Fig. 1: metal layers overlaid
The bar under the picture is 20 um long.
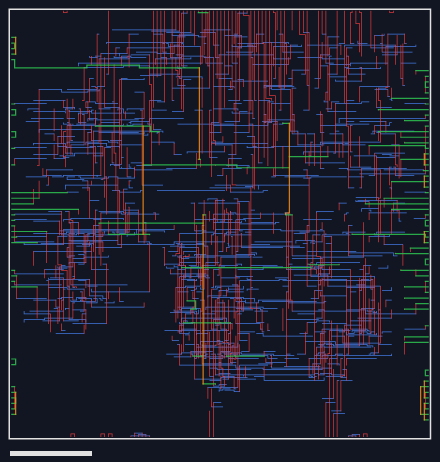
Fig. 2: clock wiring as the flow saved it
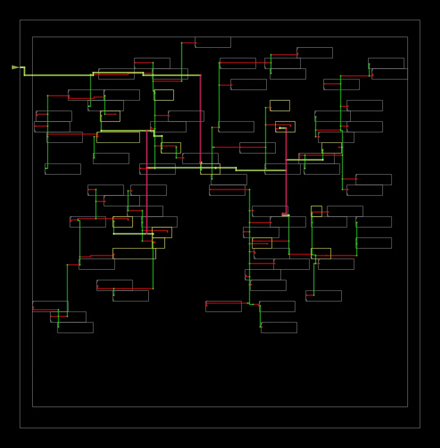
Fig. 3: cell sizes after repair
The bar under the picture is 20 um long.
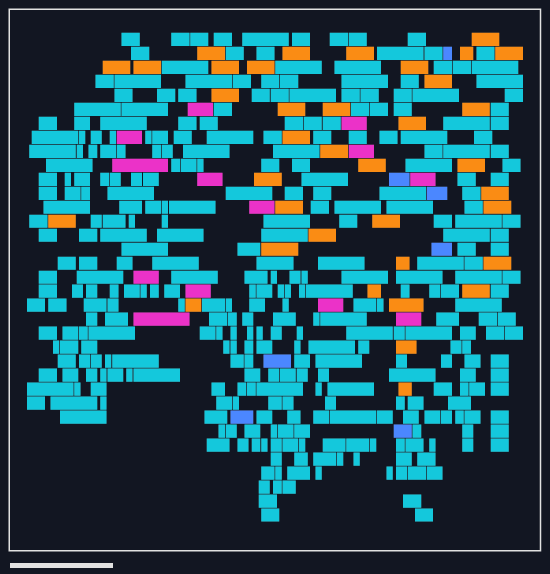
### src/rtl/ram_fifo_ctrl_pkg.sv
// Shared convertor package: sizing helpers and parameter-legality checks
// for the RAM-backed FIFO controller.
package ram_fifo_ctrl_pkg;

  function automatic int unsigned clog2(input int unsigned value);
    int unsigned r;
    r = 0;
    while ((64'd1 << r) < 64'(value)) r = r + 1;
    return r;
  endfunction

  // Occupancy counts RAM entries plus the output stage, so one extra bit.
  function automatic int unsigned level_width(input int unsigned addr_width);
    return addr_width + 1;
  endfunction

  function automatic bit depth_ok(input int unsigned depth, input int unsigned addr_width);
    return (clog2(depth) == addr_width) && ((64'd1 << addr_width) == 64'(depth));
  endfunction

  function automatic bit thresh_ok(input int unsigned thresh, input int unsigned depth);
    return (thresh >= 1) && (thresh <= depth + 1);
  endfunction

endpackage

### src/rtl/ram_fifo_ctrl_if.sv
// Valid/ready write and read handshake bundle for ram_fifo_ctrl.
interface ram_fifo_ctrl_if #(
  parameter int unsigned DATA_WIDTH = 32
) ();
  logic                  s_valid;
  logic                  s_ready;
  logic [DATA_WIDTH-1:0] s_data;
  logic                  m_valid;
  logic                  m_ready;
  logic [DATA_WIDTH-1:0] m_data;

  modport slave (
    input  s_valid, s_data, m_ready,
    output s_ready, m_valid, m_data
  );

  modport master (
    output s_valid, s_data, m_ready,
    input  s_ready, m_valid, m_data
  );
endinterface

### src/rtl/ram_fifo_ctrl_fifo_ptr_cnt.sv
// Write/read pointers, RAM occupancy and registered write-accept for
// the RAM-backed FIFO controller.
module fifo_ptr_cnt #(
  parameter int unsigned MEM_DEPTH  = 1024,
  parameter int unsigned ADDR_WIDTH = 10
) (
  input  logic                  clk_i,
  input  logic                  rst_ni,
  input  logic                  flush_i,
  input  logic                  wr_inc_i,
  input  logic                  rd_inc_i,
  output logic [ADDR_WIDTH-1:0] wr_ptr_o,
  output logic [ADDR_WIDTH-1:0] rd_ptr_o,
  output logic [ADDR_WIDTH:0]   ram_cnt_o,
  output logic                  s_ready_o
);
  localparam int unsigned CW = ADDR_WIDTH + 1;

  logic [ADDR_WIDTH-1:0] wr_ptr_q, wr_ptr_d;
  logic [ADDR_WIDTH-1:0] rd_ptr_q, rd_ptr_d;
  logic [CW-1:0]         cnt_q, cnt_d, cnt_next;
  logic                  s_ready_q, s_ready_d;

  always_comb begin
    cnt_next  = cnt_q + CW'(wr_inc_i) - CW'(rd_inc_i);
    wr_ptr_d  = wr_ptr_q + ADDR_WIDTH'(wr_inc_i);
    rd_ptr_d  = rd_ptr_q + ADDR_WIDTH'(rd_inc_i);
    cnt_d     = cnt_next;
    // A same-cycle pop does not reopen a full RAM; accept follows one edge later.
    s_ready_d = (cnt_next != CW'(MEM_DEPTH)) & ~flush_i;
    if (flush_i) begin
      wr_ptr_d = '0;
      rd_ptr_d = '0;
      cnt_d    = '0;
    end
  end

  always_ff @(posedge clk_i or negedge rst_ni) begin
    if (!rst_ni) begin
      wr_ptr_q  <= '0;
      rd_ptr_q  <= '0;
      cnt_q     <= '0;
      s_ready_q <= 1'b0;
    end else begin
      wr_ptr_q  <= wr_ptr_d;
      rd_ptr_q  <= rd_ptr_d;
      cnt_q     <= cnt_d;
      s_ready_q <= s_ready_d;
    end
  end

  assign wr_ptr_o  = wr_ptr_q;
  assign rd_ptr_o  = rd_ptr_q;
  assign ram_cnt_o = cnt_q;
  assign s_ready_o = s_ready_q;
endmodule

### src/rtl/ram_fifo_ctrl.sv
// FIFO controller around an external combinational-read RAM with a registered
// first-word-fall-through output stage. Optional RAM_FIFO_CTRL_BYPASS_EN.
module ram_fifo_ctrl
  import ram_fifo_ctrl_pkg::*;
#(
  parameter int unsigned MEM_DEPTH  = 1024,
  parameter int unsigned ADDR_WIDTH = 10,
  parameter int unsigned DATA_WIDTH = 32,
  parameter int unsigned AF_THRESH  = 1020
) (
  input  logic                                 ACLK,
  input  logic                                 sysReset,
  input  logic                                 flush,
  ram_fifo_ctrl_if.slave                       bus,
  output logic [level_width(ADDR_WIDTH)-1:0]   level,
  output logic                                 almost_full,
  output logic                                 mem_wr_en,
  output logic [ADDR_WIDTH-1:0]                mem_wr_addr,
  output logic [ADDR_WIDTH-1:0]                mem_rd_addr,
  output logic [DATA_WIDTH-1:0]                mem_data_in,
  input  logic [DATA_WIDTH-1:0]                mem_data_out
);
  localparam int unsigned LW = level_width(ADDR_WIDTH);

  if (!depth_ok(MEM_DEPTH, ADDR_WIDTH)) begin : g_bad_depth
    $error("ram_fifo_ctrl: MEM_DEPTH must equal 2**ADDR_WIDTH");
  end
  if (!thresh_ok(AF_THRESH, MEM_DEPTH)) begin : g_bad_thresh
    $error("ram_fifo_ctrl: AF_THRESH must lie in 1..MEM_DEPTH+1");
  end

  logic                  push, load, byp, wr_inc, stage_free;
  logic                  s_ready_q;
  logic [ADDR_WIDTH-1:0] wr_ptr, rd_ptr;
  logic [ADDR_WIDTH:0]   ram_cnt;
  logic                  m_valid_q, m_valid_d;
  logic [DATA_WIDTH-1:0] m_data_q, m_data_d;

  fifo_ptr_cnt #(
    .MEM_DEPTH  (MEM_DEPTH),
    .ADDR_WIDTH (ADDR_WIDTH)
  ) u_ptr_cnt (
    .clk_i     (ACLK),
    .rst_ni    (sysReset),
    .flush_i   (flush),
    .wr_inc_i  (wr_inc),
    .rd_inc_i  (load & ~flush),
    .wr_ptr_o  (wr_ptr),
    .rd_ptr_o  (rd_ptr),
    .ram_cnt_o (ram_cnt),
    .s_ready_o (s_ready_q)
  );

  always_comb begin
    stage_free = ~m_valid_q | bus.m_ready;
    push       = bus.s_valid & s_ready_q;
    load       = (ram_cnt != '0) & stage_free;
`ifdef RAM_FIFO_CTRL_BYPASS_EN
    byp        = push & (ram_cnt == '0) & stage_free;
`else
    byp        = 1'b0;
`endif
    wr_inc     = push & ~byp;

    m_valid_d = m_valid_q;
    m_data_d  = m_data_q;
    // load and byp are exclusive: load needs a non-empty RAM, byp an empty one.
    if (flush) begin
      m_valid_d = 1'b0;
    end else if (load) begin
      m_data_d  = mem_data_out;
      m_valid_d = 1'b1;
    end else if (byp) begin
      m_data_d  = bus.s_data;
      m_valid_d = 1'b1;
    end else if (m_valid_q & bus.m_ready) begin
      m_valid_d = 1'b0;
    end
  end

  always_ff @(posedge ACLK or negedge sysReset) begin
    if (!sysReset) begin
      m_valid_q <= 1'b0;
      m_data_q  <= '0;
    end else begin
      m_valid_q <= m_valid_d;
      m_data_q  <= m_data_d;
    end
  end

  assign bus.s_ready  = s_ready_q;
  assign bus.m_valid  = m_valid_q;
  assign bus.m_data   = m_data_q;
  assign level        = ram_cnt + LW'(m_valid_q);
  assign almost_full  = (32'(level) >= AF_THRESH);
  assign mem_wr_en    = wr_inc;
  assign mem_wr_addr  = wr_ptr;
  assign mem_rd_addr  = rd_ptr;
  assign mem_data_in  = bus.s_data;
endmodule

### src/flat_wrapper.sv
// flat-port wrapper written by rule: the top's interface ports become plain ports
module ram_fifo_ctrl_flat import ram_fifo_ctrl_pkg::*;
#(
  parameter int unsigned MEM_DEPTH  = 1024,
  parameter int unsigned ADDR_WIDTH = 10,
  parameter int unsigned DATA_WIDTH = 32,
  parameter int unsigned AF_THRESH  = 1020
)
  (ACLK, sysReset, flush, level, almost_full, mem_wr_en, mem_wr_addr, mem_rd_addr, mem_data_in, mem_data_out, bus_s_valid, bus_s_data, bus_m_ready, bus_s_ready, bus_m_valid, bus_m_data);
  ram_fifo_ctrl_if #(.DATA_WIDTH(DATA_WIDTH)) bus_i ();
  input  logic ACLK;
  input  logic sysReset;
  input  logic flush;
  output logic [level_width(ADDR_WIDTH)-1:0] level;
  output logic almost_full;
  output logic mem_wr_en;
  output logic [ADDR_WIDTH-1:0] mem_wr_addr;
  output logic [ADDR_WIDTH-1:0] mem_rd_addr;
  output logic [DATA_WIDTH-1:0] mem_data_in;
  input  logic [DATA_WIDTH-1:0] mem_data_out;
  input wire logic [$bits(bus_i.s_valid)-1:0] bus_s_valid;
  input wire logic [$bits(bus_i.s_data)-1:0] bus_s_data;
  input wire logic [$bits(bus_i.m_ready)-1:0] bus_m_ready;
  output wire logic [$bits(bus_i.s_ready)-1:0] bus_s_ready;
  output wire logic [$bits(bus_i.m_valid)-1:0] bus_m_valid;
  output wire logic [$bits(bus_i.m_data)-1:0] bus_m_data;
  assign bus_i.s_valid = bus_s_valid;
  assign bus_i.s_data = bus_s_data;
  assign bus_i.m_ready = bus_m_ready;
  assign bus_s_ready = bus_i.s_ready;
  assign bus_m_valid = bus_i.m_valid;
  assign bus_m_data = bus_i.m_data;
  ram_fifo_ctrl #(.MEM_DEPTH(MEM_DEPTH), .ADDR_WIDTH(ADDR_WIDTH), .DATA_WIDTH(DATA_WIDTH), .AF_THRESH(AF_THRESH)) u_core (.ACLK(ACLK), .sysReset(sysReset), .flush(flush), .bus(bus_i), .level(level), .almost_full(almost_full), .mem_wr_en(mem_wr_en), .mem_wr_addr(mem_wr_addr), .mem_rd_addr(mem_rd_addr), .mem_data_in(mem_data_in), .mem_data_out(mem_data_out));
endmodule
### config.mk
export PLATFORM = sky130hd
export DESIGN_NAME = ram_fifo_ctrl_flat
export DESIGN_NICKNAME = d
export VERILOG_FILES = /design/src/rtl/ram_fifo_ctrl_pkg.sv /design/src/rtl/ram_fifo_ctrl_if.sv /design/src/rtl/ram_fifo_ctrl_fifo_ptr_cnt.sv /design/src/rtl/ram_fifo_ctrl.sv /design/src/flat_wrapper.sv
export SDC_FILE = /design/constraint.sdc
export NUM_CORES = 1
export LEC_CHECK = 0
export CAP_MARGIN = 20
export CORE_AREA = 3 3 100 102
export CTS_CLUSTER_DIAMETER = 60
export DETAILED_ROUTE_END_ITERATION = 7
export DIE_AREA = 0 0 103 105
export HOLD_SLACK_MARGIN = 0.05
export PLACE_DENSITY_LB_ADDON = 0.2
export SYNTH_ARGS = -nofsm -noshare
export SYNTH_HDL_FRONTEND = slang
export SYNTH_HIERARCHICAL = 1
export SYNTH_SLANG_ARGS = --single-unit
export TNS_END_PERCENT = 100
### constraint.sdc
create_clock -name ACLK -period 8.2 [get_ports ACLK]
set_clock_uncertainty 0.05 [all_clocks]
set_input_delay 1.64 -clock ACLK [delete_from_list [all_inputs] [get_ports ACLK]]
set_output_delay 1.64 -clock ACLK [all_outputs]
set_load 0.05 [all_outputs]
==> run notes <==
The flow ran to the end, and the final reports show no timing, DRC or antenna violations. After detailed routing, the number of remaining DRC violations is 0. Wires add up to 8150 um.

The tools report the first-pass GRT wire length as 13200 um. The run gives 168 for the count of boundary I/O pins. The number of flops mapped to enable cells by yosys was 0. The number of antenna violations at the first check in global routing is 0, and the signed area change from the synthesized netlist to the final layout is 30.6%. The post-synthesis async set-or-reset flop share is 100%. Average footprint of a synthesized cell: 11.5 um2.

The worst-case IR drop observed on VDD is 111 uV. The area fraction of the largest cell type after synthesis is 44.5%. According to the dpl log, the detail-placed design has an HPWL of 5870 um. sky130_fd_sc_hd__dfrtp_1 takes more of the synthesized area than any other cell. Setup repair after global routing left no endpoint under its margin. For the relative slew slack, the log shows 45.2%.

The final core area utilization was 51.9%. With the aggregate negative setup slack at 0 ns, the fraction of final layout cells with drive strength greater than 1 is 14.3%. In this run the standard cell core region covers 9200 um2.

The run gives 65 for the number of synthesized register bits. Tracing the worst setup path back leads to its startpoint at bus_s_valid. Buffers inserted to repair hold after CTS numbered 0. The post-layout period usage of the worst path is 59.7%, and the number of warnings the tools reported is 26. For the register area share after synthesis, the log shows 44.5%.

The warning count from the yosys run is 6. TritonCTS built the clock tree. The data arrival time at the worst-slack endpoint is 3.20 ns. On the worst setup and hold paths after CTS, the clock-pin slew comes to 0.06 ns. In this run, post-CTS repair resized a total of 0 instances.

The overall die size recorded for this design is 10800 um2. The tools report the via count of the first global-routing pass as 2583. The number of optimization iterations in the first detailed-route pass was 4.

The number of inserted diodes came out at 0. Per the synth stats, the flop cell with the highest instance count is sky130_fd_sc_hd__dfrtp_1. The run gives 0 for the overflow left after global routing.

The type of the worst setup path is primary input to output port. Leakage power: 2.12 nW. With the yosys stat cell total at 317, the largest net degree at the start of global routing is 66. The netlist uses 45 different library cells. Before placement the cells fill 39.8% of the core. The number of nets in the synthesized netlist is 404. The gate count of the mapped netlist was 317. The run gives 2 as the maximum root-to-sink buffer count. The endpoint class of the critical path was an output port. With the post-synthesis cell area at 3660 um2, the post-detailed-route count of antenna-violating nets is 0.

The areal power density over the cells was 363 nW/um2. The run gives 0 as the number of max-cap violations. The clock period could shrink to 4.89 ns.

The tools report the number of DRC markers after the initial detailed-route iteration as 101. The H-tree was split into 3 levels. The run gives 103 um for the horizontal die dimension. Average vias per placed instance: 4.99. The launch point of the worst min-delay path is recorded as u_core/bus.m_data[22]$_DFFE_PN0P_.
About Fig. 1:
| color | layer | wire length |
|---|---|---|
| blue | met1 | 3670 um |
| orange | met4 | 146 um |
| red | met2 | 3790 um |
| green | met3 | 543 um |
WL/cell: 16.0 um
count of vias placed by the detailed router: 2541

About Fig. 2:
# clock sinks: 65
clock insertion delay at the later pin of the skew report: 0.33 ns
flip-flops: 65
CLK BUF: 11
Clock net power: 0.309 mW

About Fig. 3:
| color | size | cells | share |
|---|---|---|---|
| cyan | drive 1 or less | 341 | 86% |
| orange | drive 3 to 4 | 37 | 9.3% |
| blue | drive 2 | 7 | 1.8% |
| magenta | drive 6 and up | 13 | 3.3% |

==> layer usage <==
metal	GRT usage, %	routed length [um]
met1	20.9	3670
met2	23.5	3790
met3	4.41	542
met4	4.90	146
met5	0	0
==> report_power, final <==
group / internal, mW / switching [mW]
sequential: 0.391 / 0.0741
clock: 0.187 / 0.123
combinational: 0.391 / 0.567
total: 0.968 / 0.764
==> per-stage QoR <==
step           cells  hold WS (ns)  setup slack (ns)  instance area, um2  power, mW
6_report         509         0.456              3.31                4780       1.73
5_1_grt          509         0.478              3.26                4780       1.83
4_1_cts          509         0.461              3.29                4780       1.74
3_5_place_dp     494         0.441              3.26                4550       1.43
3_3_place_gp     494         0.440              3.32                4550       1.42
2_1_floorplan    317         0.648              3.61                3660       1.20
==> critical path, cell delays in order <==
cell and delay (ns):
sky130_fd_sc_hd__clkdlybuf4s50_1 0.45, sky130_fd_sc_hd__and2_1 0.26, sky130_fd_sc_hd__clkdlybuf4s50_1 0.85
==> area by class of cell <==
type                       count  area (um2)  area share, %
sequential                    65        1630           34.0
tap                          111         139           2.91
multi-input combinational    197        1680           35.1
timing repair buffer         106        1050           21.9
clock inverter                 4        76.3           1.60
clock buffer                  11         151           3.17
inverter                      15        56.3           1.18
==> state kept, by name, indices dropped and copies added, names as in the netlist <==
| name | cells |
|---|---|
| u_core/u_ptr_cnt/s_ready_o | 1 |
| u_core/u_ptr_cnt/rd_ptr_o | 10 |
| u_core/u_ptr_cnt/ram_cnt_o | 11 |
| u_core/bus.m_data | 32 |
| u_core/bus.m_valid | 1 |
| u_core/u_ptr_cnt/wr_ptr_o | 10 |
==> kinds of logic after synthesis <==
logic type      Yosys count  synth area share [%]
buf+inv                  55                  9.61
simple gates             87                  12.8
flops                    65                  44.5
compound gates           26                  5.75
mux                      32                  12.8
fa+ha+maj                18                  6.36
xor+xnor                 34                  8.14
==> path summary, 6_finish.rpt <==
kind	endpoint	slack, ns	cells after the start
min in group asynchronous	u_core/bus.m_data[11]$_DFFE_PN0P_	1.43	2
max reg2reg	u_core/u_ptr_cnt/s_ready_o$_DFF_PN0_	4.69	14
min	u_core/bus.m_data[22]$_DFFE_PN0P_	0.46	1
min reg2reg	u_core/bus.m_data[22]$_DFFE_PN0P_	0.46	1
max	mem_wr_en	3.31	3
max in group asynchronous	u_core/u_ptr_cnt/wr_ptr_o[7]$_DFF_PN0_	6.13	2
==> layout by cell type, fill, tap and decap left out, types with 11 or more instances in the layout <==
cell type	count
sky130_fd_sc_hd__clkbuf_8	11
sky130_fd_sc_hd__clkdlybuf4s50_1	102
sky130_fd_sc_hd__dfrtp_1	65
sky130_fd_sc_hd__ha_1	17
sky130_fd_sc_hd__inv_1	15
sky130_fd_sc_hd__mux2_4	29
sky130_fd_sc_hd__nand3_1	15
sky130_fd_sc_hd__nor2_1	29
sky130_fd_sc_hd__xnor2_1	16
sky130_fd_sc_hd__xor2_1	18
Power figures rest on the tool's default switching activity, not on a simulated workload.
